<file path="src/rtl/edge_event_arbiter.sv">
// ---------------------------------------------------------------------------
// edge_event_arbiter
//
// Multi-channel edge-event scheduler. Each asynchronous level input goes
// through a synchronizer and a dual-edge detector. A detected edge is held as
// a pending event. A round-robin arbiter serializes the pending events onto a
// single valid/ready port that carries the channel index and the edge
// polarity.
//
// Ports:
//   clk          system clock, rising edge
//   reset        asynchronous, active-high reset
//   level        raw asynchronous level inputs, one bit per channel
//   enable       per-channel event enable (synchronous to clk)
//   ev_valid     an event is being presented on ev_ch / ev_rise
//   ev_ready     consumer accepts the event when high together with ev_valid
//   ev_ch        channel index of the presented event
//   ev_rise      1 = rising edge, 0 = falling edge
//   overrun      sticky per-channel flag: an edge was dropped
//   clr_overrun  synchronous clear of all overrun bits (a new set wins)
// ---------------------------------------------------------------------------
module edge_event_arbiter #(
    parameter int N_CH        = 4,
    parameter int ID_W        = 2,
    parameter int SYNC_STAGES = 2
) (
    input  logic            clk,
    input  logic            reset,
    input  logic [N_CH-1:0] level,
    input  logic [N_CH-1:0] enable,
    output logic            ev_valid,
    input  logic            ev_ready,
    output logic [ID_W-1:0] ev_ch,
    output logic            ev_rise,
    output logic [N_CH-1:0] overrun,
    input  logic            clr_overrun
);

    typedef enum logic [0:0] {
        ST_IDLE    = 1'b0,
        ST_PRESENT = 1'b1
    } state_t;

    // Channel reached after stepping 'step' positions past 'last', modulo N_CH.
    function automatic logic [ID_W-1:0] rr_idx(input logic [ID_W-1:0] last,
                                               input int step);
        int v;
        v = (int'(last) + step) % N_CH;
        return ID_W'(v);
    endfunction

    logic [N_CH-1:0] sync_r [SYNC_STAGES];
    logic [N_CH-1:0] prev_r;
    logic [N_CH-1:0] pending_r;
    logic [N_CH-1:0] pending_pol_r;
    logic [N_CH-1:0] overrun_r;
    logic [N_CH-1:0] sync_out_s;
    logic [N_CH-1:0] edge_s;
    logic [N_CH-1:0] take_s;
    logic [N_CH-1:0] ovr_set_s;
    logic            sel_found_s;
    logic [ID_W-1:0] sel_idx_s;
    logic            load_s;

    state_t          state_r;
    logic            ev_valid_r;
    logic [ID_W-1:0] ev_ch_r;
    logic            ev_rise_r;
    logic [ID_W-1:0] last_grant_r;

    assign ev_valid = ev_valid_r;
    assign ev_ch    = ev_ch_r;
    assign ev_rise  = ev_rise_r;
    assign overrun  = overrun_r;

    assign sync_out_s = sync_r[SYNC_STAGES-1];
    assign edge_s     = sync_out_s ^ prev_r;

    // Synchronizer chain for all channels.
    always_ff @(posedge clk or posedge reset) begin
        if (reset) begin
            for (int s = 0; s < SYNC_STAGES; s++) begin
                sync_r[s] <= '0;
            end
        end else begin
            sync_r[0] <= level;
            for (int s = 1; s < SYNC_STAGES; s++) begin
                sync_r[s] <= sync_r[s-1];
            end
        end
    end

    // Round-robin pick: first pending channel after last_grant, wrapping.
    always_comb begin
        sel_found_s = 1'b0;
        sel_idx_s   = '0;
        for (int i = 1; i <= N_CH; i++) begin
            sel_idx_s   = (!sel_found_s && pending_r[rr_idx(last_grant_r, i)])
                          ? rr_idx(last_grant_r, i) : sel_idx_s;
            sel_found_s = sel_found_s | pending_r[rr_idx(last_grant_r, i)];
        end
    end

    // A load happens whenever something is pending and the output slot is free
    // (idle) or is being emptied by a handshake this cycle.
    assign load_s = sel_found_s && ((state_r == ST_IDLE) || (ev_ready == 1'b1));

    // Per-channel take strobe and overrun detection.
    always_comb begin
        take_s    = '0;
        ovr_set_s = '0;
        for (int ch = 0; ch < N_CH; ch++) begin
            take_s[ch]    = load_s && (sel_idx_s == ID_W'(ch));
            ovr_set_s[ch] = enable[ch] && edge_s[ch] && pending_r[ch] && !take_s[ch];
        end
    end

    // Edge history, pending events and sticky overrun flags.
    always_ff @(posedge clk or posedge reset) begin
        if (reset) begin
            prev_r        <= '0;
            pending_r     <= '0;
            pending_pol_r <= '0;
            overrun_r     <= '0;
        end else begin
            prev_r    <= sync_out_s;
            overrun_r <= (overrun_r & ~{N_CH{clr_overrun}}) | ovr_set_s;
            for (int ch = 0; ch < N_CH; ch++) begin
                if (!enable[ch]) begin
                    pending_r[ch] <= 1'b0;
                end else if (edge_s[ch] && (!pending_r[ch] || take_s[ch])) begin
                    // Slot is free, or is vacated by the arbiter this cycle.
                    pending_r[ch]     <= 1'b1;
                    pending_pol_r[ch] <= sync_out_s[ch];
                end else if (take_s[ch]) begin
                    pending_r[ch] <= 1'b0;
                end else begin
                    // Older pending event (if any) is kept untouched.
                    pending_r[ch] <= pending_r[ch];
                end
            end
        end
    end

    // Arbiter FSM with registered event outputs.
    always_ff @(posedge clk or posedge reset) begin
        if (reset) begin
            state_r      <= ST_IDLE;
            ev_valid_r   <= 1'b0;
            ev_ch_r      <= '0;
            ev_rise_r    <= 1'b0;
            last_grant_r <= ID_W'(N_CH - 1);
        end else begin
            if (load_s) begin
                ev_ch_r      <= sel_idx_s;
                ev_rise_r    <= pending_pol_r[sel_idx_s];
                last_grant_r <= sel_idx_s;
            end else begin
                ev_ch_r      <= ev_ch_r;
                ev_rise_r    <= ev_rise_r;
                last_grant_r <= last_grant_r;
            end
            case (state_r)
                ST_IDLE: begin
                    if (sel_found_s) begin
                        state_r    <= ST_PRESENT;
                        ev_valid_r <= 1'b1;
                    end else begin
                        state_r    <= ST_IDLE;
                        ev_valid_r <= 1'b0;
                    end
                end
                ST_PRESENT: begin
                    if (ev_ready && !sel_found_s) begin
                        state_r    <= ST_IDLE;
                        ev_valid_r <= 1'b0;
                    end else begin
                        state_r    <= ST_PRESENT;
                        ev_valid_r <= 1'b1;
                    end
                end
                default: begin
                    state_r    <= ST_IDLE;
                    ev_valid_r <= 1'b0;
                end
            endcase
        end
    end

endmodule

</file>
<file path="config.mk">
export PLATFORM = sky130hd
export DESIGN_NAME = edge_event_arbiter
export DESIGN_NICKNAME = d
export VERILOG_FILES = /design/src/rtl/edge_event_arbiter.sv
export SDC_FILE = /design/constraint.sdc
export NUM_CORES = 1
export LEC_CHECK = 0
export CORE_MARGIN = 8
export CORE_UTILIZATION = 40
export DETAILED_ROUTE_END_ITERATION = 12
export SYNTH_ARGS = -nofsm -noshare
export SYNTH_HDL_FRONTEND = slang
export SYNTH_SLANG_ARGS = --single-unit
</file>
<file path="constraint.sdc">
create_clock -name clk -period 3.6 [get_ports clk]
set_input_delay 0.72 -clock clk [delete_from_list [all_inputs] [get_ports clk]]
set_output_delay 0.72 -clock clk [all_outputs]
set_load 0.1 [all_outputs]
</file>
==> CHANGELOG.md, run 1 <==
## Implementation

* Status: complete, no violations
* CP Cell Sequence: clkdlybuf4s50_1
* Area growth syn-to-layout at 24.3%
* Post-layout util at 0.525
* Max Cap Viol at 0
* Total tool warning count at 26
* Top cells by count, synth: dfrtp_1 (28), inv_1 (14), nand2_1 (9)
* Area after DPL at 1540 um2
* Hold path endpoint: sync_out_s[2]
* Remaining DRCs at 0
* CP delay by family, top: buffers and inverters
* Critical Path RT at 2880 ps
* Yosys synthesis chip area at 1290 um2
* Clock Latency Late Sink at 330 ps
* Setup TNS at 0 ps
* #MultiIn Comb at 74
* Final setup violation count at 0
* GRT busiest layer: met2
* Yosys xor share at 0.0272
* Die Wd at 72.8 um
* Main flop type: dfrtp_1
* PnR worst setup slack at 1010 ps
* End point of the critical path: ev_valid
* Setup CP Type: reg2out
* Synth logic family: AND-OR/OR-AND gates
* Static Leakage at 0.678 nW
* PostCTS Resize Cnt at 0
* Initial Util at 0.422
* Worst slack at placement at 1190 ps
* Seq area share at 0.470
* Non-clk bufs at 20
* RSZ-0062 raised after global routing: false
* H-tree depth at 2
* Yosys warning tally at 0
* Tcrit/Tclk final at 0.720
* Nets at 157
* Post-synth EDFFs at 0
* Post-synth top area cell: dfrtp_1
* Int Pwr at 0.599 mW
* WL/cell at 13.7 um
* Synth Register Bits at 30
* FF-to-FF path depth at 5
* # diodes at 0
* Net Sw Power at 0.398 mW
* Fmax at 386 MHz
* RR Startpoint: last_grant_r[1]
* Core Rows at 20
* Synth Area in Adders at 0
* Ys cells at 118
* Sequential area share after synthesis at 0.584
* Instance count on the critical path at 1
* # port buffers at 19
* Max-slew headroom at 0.279
* Signal buffers share of area at 0.123
* Met3 WL post-DR at 156 um
* Clock share of power at 0.209
* Yosys cell types at 30
* Fin Hold WS at 358 ps
* CTS Buf Count at 5
* Logic share of the area at 0.302
* Clock Skews at 8.76 ps
* Overall power at 0.997 mW
* Slew @ Worst Pin at 1080 ps
* Compound Share, Synth at 0.194
* Combinational gate power at 0.354 mW
* Post-synthesis simple-gate area fraction at 0.117
* Post-CTS setup buffers at 0
* Layout cells sized above 1 at 0.0959
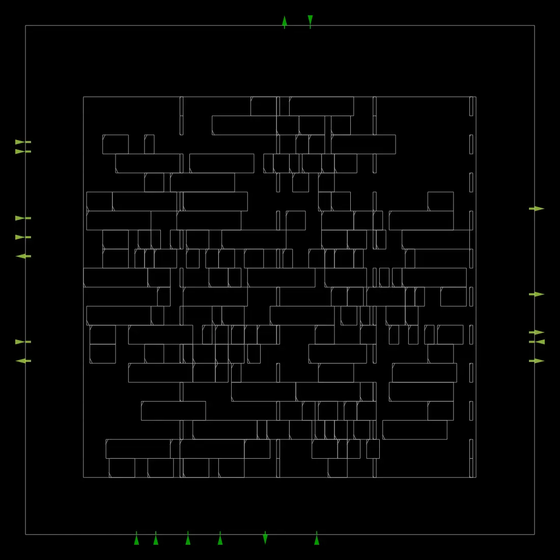
**Above:** run 1 (cell placement).
tapcells inserted: 44
# fillers: 306
flip-flops: 30
Core Box Area: 3050 um2

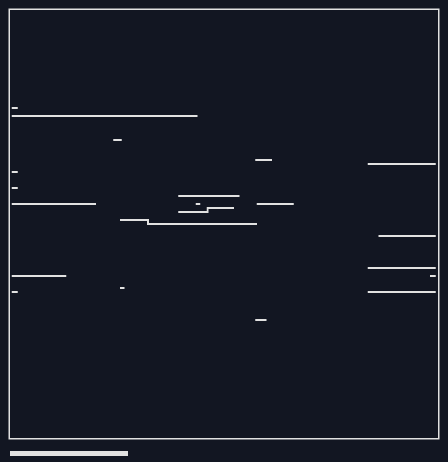
**Above:** run 1 (met3 routing).
Bar = 20 um.
16 nets have wire on it. The layer holds 6.0% of the routed length. The layer carries 156 um of wire.
DRT Wirelength: 2.60 mm
grt met3 use: 0.0412

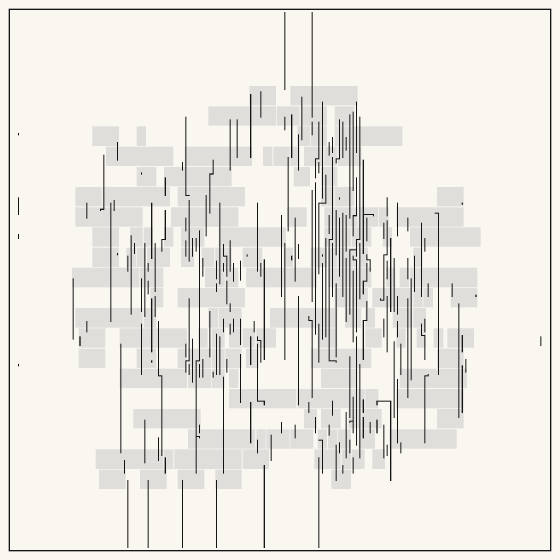
**Above:** run 1 (met2 routing).
Cells faint in the background.
The layer carries 1220 um of wire. The longest straight run is 21.8 um. The layer holds 47% of the routed length.
met2 Use GR: 0.173
vias after detailed routing: 976

--- run 2 (diff from run 1) ---
clock period = 2.5 ns   (was 3.6 ns; I/O delays follow)
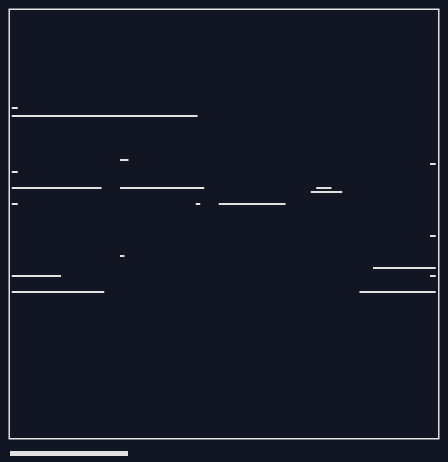
**Above:** run 2 (met3 routing).
Bar = 20 um.
The layer carries 131 um of wire. 15 nets have wire on it. The wires run mostly horizontal. The layer holds 5.3% of the routed length. The longest straight run is 31.3 um.
DRT Wirelength: 2.48 mm
grt met3 use: 0.0426
vias after detailed routing: 965

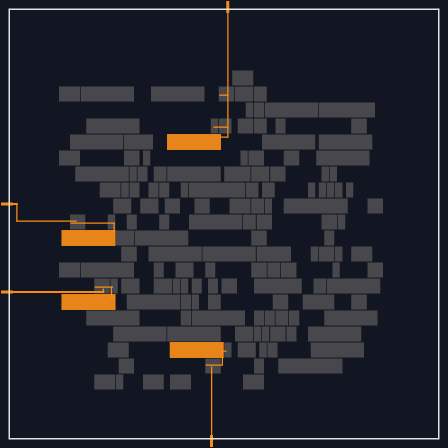
**Above:** run 2 (port wiring).
Orange is overrun, direction output, end cells 4, wire 87.7 um.
I/O pins: 20
# port buffers: 19

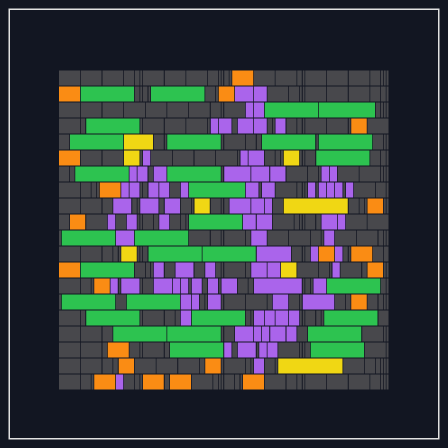
**Above:** run 2 (cell classes on the final placement).
Fill, decap, tap and diode cells in gray.
Purple is all other logic, cells 88, share of their area 34%. Green is flip-flops, cells 30, share of their area 48%. Orange is other buffers and delay cells, cells 21, share of their area 12%. Yellow is clock drivers and dummy loads, cells 8, share of their area 7.0%.
final instance area: 1640 um2
post-layout util: 0.537
Core Rows: 20
Seq area share: 0.459

==> run 2 against run 1 <==
  * Largest power group unchanged
  * First-iteration DRC count is 18% lower
  * Sequential share of layout area is 1.1 points lower
  * Clock skew is 2.3 ps lower
  * Core utilization is 1.3 points higher
  * Cell count is 0.53% higher
==> CHANGELOG.md, run 2 <==
## Implementation

* Area after DPL at 1530 um2
* Async S/R FF share, synth at 1.00
* WL/cell at 13.0 um
* Initial Util at 0.422
* Ys cells at 118
* Post-synthesis simple-gate area fraction at 0.117
* Fmax at 475 MHz
* Routed length on met2 at 1.19 mm
* Post-layout min period at 2110 ps
* Non-clk bufs at 21
* Post-synth EDFFs at 0
* Clock Skews at 6.51 ps
* # fillers at 281
* Tapcells inserted at 44
* Setup CP Type: reg2reg
* Yosys synthesis chip area at 1290 um2
* Non-clock inverter count at 14
* Clock tree cell share of total cell area at 0.0679
* Remaining DRCs at 0
* Yosys cell types at 30
* Initial antenna violation count at 0
* Met1 WL at 1.13 mm
* Clock Tree Root: clkbuf_4
* Logic share of the area at 0.294
* Nets at 158
* Instance count on the critical path at 5
* Avg Inst Size Synth at 10.9 um2
* Pins Over Slew Limit at 0
* CP Cell Sequence: mux2i_1, o22ai_2, o21ba_4, mux4_2, mux2_4
* Compound Share, Synth at 0.194
* Synth Register Bits at 30
* CP startpoint kind: register
* GRT busiest layer: met2
* Slew @ Worst Pin at 494 ps
* Met2 Use GR at 0.180
* Max Cap Viol at 0
* Layout cells sized above 1 at 0.163
* Tcrit/Tclk final at 0.842
* CP max stage cell: dfstp_2
* Sequential area share after synthesis at 0.584
* RR Startpoint: last_grant_r[1]
* Yosys warning tally at 0
* Overall power at 1.63 mW
* #MultiIn Comb at 74
* Most frequent logic cell in the layout: dfrtp_1
* FF-to-FF path depth at 5
* Core Box Area at 3050 um2
* Max-slew headroom at 0.668
* CTS Buf Count at 5
* Worst slack at placement at 412 ps
* Bufs and invs on worst path at 0
* CP delay by family, top: multiplexers
* Synth logic family: AND-OR/OR-AND gates
* Net Sw Power at 0.573 mW
* Clock Latency Late Sink at 320 ps
* Flip-flops at 30
* Final setup violation count at 0
* Fin Hold WS at 356 ps
* CTS max path bufs at 2
* Die Wd at 72.8 um
* Post-CTS setup buffers at 0
* Critical Path RT at 2710 ps
* Syn Inst Count at 118
* Total tool warning count at 26
* HPWL Detailed at 1.87 mm
* PostCTS Resize Cnt at 0
* Signal buffers share of area at 0.113
* # diodes at 0
* Yosys xor share at 0.0272
* Die Ht at 72.8 um
* H-tree depth at 2
* Met3 WL post-DR at 130 um
* PnR worst setup slack at 395 ps
* Gate power share at 0.307
* Synth Area in Adders at 0
* Status: complete, no violations
* Clk pwr at 0.507 mW
* Combinational gate power at 0.501 mW
* Drt first pass iters at 4
* Static Leakage at 0.716 nW
* Clock share of power at 0.311
* Int Pwr at 1.06 mW
* Area growth syn-to-layout at 27.3%
* Top cells by count, synth: dfrtp_1 (28), inv_1 (14), nand2_1 (9)
* RSZ-0062 raised after global routing: false
* Main flop type: dfrtp_1
* Hold Buf Count CTS at 0
* Setup TNS at 0 ps
* Hold path endpoint: sync_out_s[1]
* Largest power group: sequential cells
* End point of the critical path: ev_rise
* Post-synth top area cell: dfrtp_1
--- run 3 (diff from run 2) ---
clock period = 1.9 ns   (was 2.5 ns; I/O delays follow)
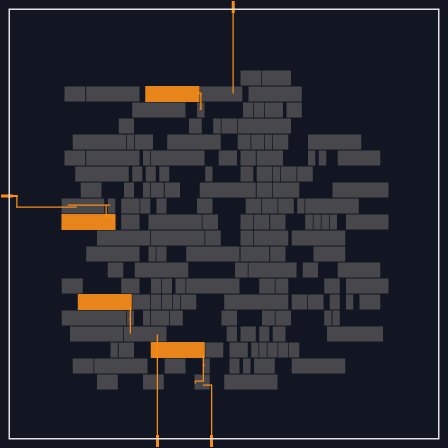
**Above:** run 3 (port wiring).
Orange is overrun, direction output, end cells 4, wire 78.3 um.

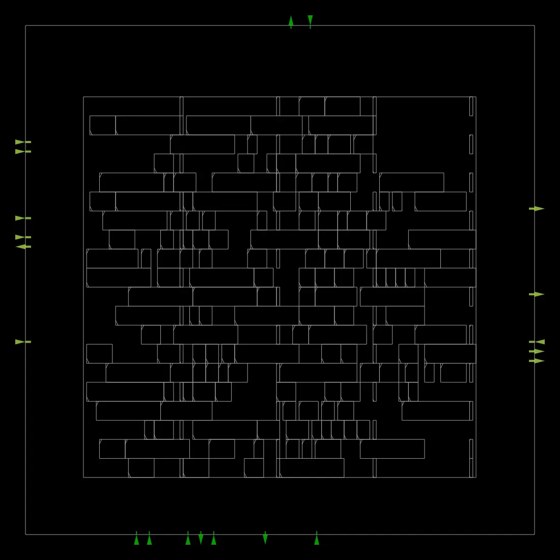
**Above:** run 3 (cell placement).
# fillers: 271
post-layout util: 0.600
Seq area share: 0.412
Non-Filler Instances: 203

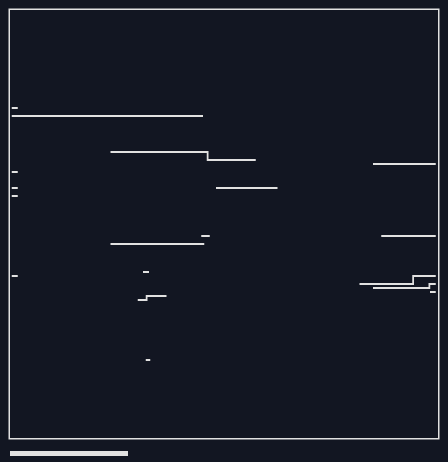
**Above:** run 3 (met3 routing).
Bar = 20 um.
The layer carries 140 um of wire. The layer holds 5.2% of the routed length.
grt met3 use: 0.0495
vias after detailed routing: 1015

==> run 3 against run 2 <==
  * The flow now finishes with violations (setup timing)
  * Sequential power rose by 33%
  * Register-to-register slack got worse by 500 ps
  * Combinational power rose by 73%
  * Non-clock buffer count rose by 12
  * Clock-buffer cell count did not move
  * Clock power rose by 32%
  * Via count rose by 5.2%
  * Wire length rose by 8.6%
  * Flip-flop count did not move
  * Global-route usage rose by 1.2 points
  * Critical path depth did not move
==> CHANGELOG.md, run 3 <==
## Implementation

* Status: finished with violations
* Failing checks: setup timing
* Fmax at 498 MHz
* Clock Tree Root: clkbuf_4
* Pins Over Slew Limit at 0
* Hold Buf Count CTS at 0
* I/O pins at 20
* Final setup violation count at 1
* Yosys synthesis chip area at 1290 um2
* CP delay by family, top: multiplexers
* H-tree depth at 2
* Logic share of the area at 0.270
* Static Leakage at 0.805 nW
* End point of the critical path: ev_rise
* Bufs and invs on worst path at 0
* DRT Wirelength at 2.69 mm
* CP Cell Sequence: mux2i_2, o22ai_2, o21ba_4, mux4_2, mux2_4
* Net Sw Power at 0.808 mW
* Post-layout min period at 2010 ps
* Clock tree cell share of total cell area at 0.0608
* Total tool warning count at 29
* Avg Inst Size Synth at 10.9 um2
* # port buffers at 19
* CP max stage cell: dfstp_2
* PnR worst setup slack at -109 ps
* Worst slack at placement at -120 ps
* Remaining DRCs at 0
* Core Rows at 20
* Setup CP Type: reg2reg
* Initial Util at 0.422
* Largest power group: combinational cells
* Syn Inst Count at 118
* Main flop type: dfrtp_1
* Nets at 170
* CTS Buf Count at 5
* Setup TNS at -109 ps
* Post-synth EDFFs at 0
* Post-synthesis simple-gate area fraction at 0.117
* RSZ-0062 raised after global routing: true
* Tcrit/Tclk final at 1.06
* Yosys cell types at 30
* #MultiIn Comb at 74
* Area growth syn-to-layout at 42.1%
* Clock Skews at 17.2 ps
* Hold path endpoint: sync_out_s[0]
* Post-synth top area cell: dfrtp_1
* GRT busiest layer: met2
* Routed length on met2 at 1.33 mm
* CTS max path bufs at 2
* Async S/R FF share, synth at 1.00
* Layout cells sized above 1 at 0.252
* Combinational gate power at 0.865 mW
* Overall power at 2.37 mW
* Met3 WL post-DR at 139 um
* Most frequent logic cell in the layout: dfrtp_1
* Reg area at 754 um2
* Critical Path RT at 2130 ps
* Signal buffers share of area at 0.198
* Ys cells at 118
* Non-clk bufs at 33
* Non-clock inverter count at 14
* Synth Area in Adders at 0
* Max Cap Viol at 0
* ANT nets after route at 0
* Met1 WL at 1.19 mm
* Sequential area share after synthesis at 0.584
* Gate power share at 0.366
* Fin Hold WS at 360 ps
* Instance count on the critical path at 5
* Core Box Area at 3050 um2
* Die Ht at 72.8 um
* Synth Register Bits at 30
* Area after DPL at 1690 um2
* Final instance area at 1830 um2
* CTS tree: done
* PostCTS Resize Cnt at 1
* Max-slew headroom at 0.711
* Die Wd at 72.8 um
* RR Startpoint: last_grant_r[1]
* Met2 Use GR at 0.189
* Clock Latency Late Sink at 330 ps
* Drt first pass iters at 4
* Initial antenna violation count at 0
* Clk pwr at 0.671 mW
* WL/cell at 13.3 um
* Most numerous cell in the Yosys netlist: dfrtp_1
* Yosys xor share at 0.0272
* Compound Share, Synth at 0.194
* Int Pwr at 1.56 mW
* # diodes at 0
* Yosys warning tally at 0
* CP startpoint kind: register
* Flip-flops at 30
* Clock share of power at 0.284
* FF-to-FF path depth at 5
* HPWL Detailed at 2.00 mm
Power figures rest on the tool's default switching activity, not on a simulated workload.
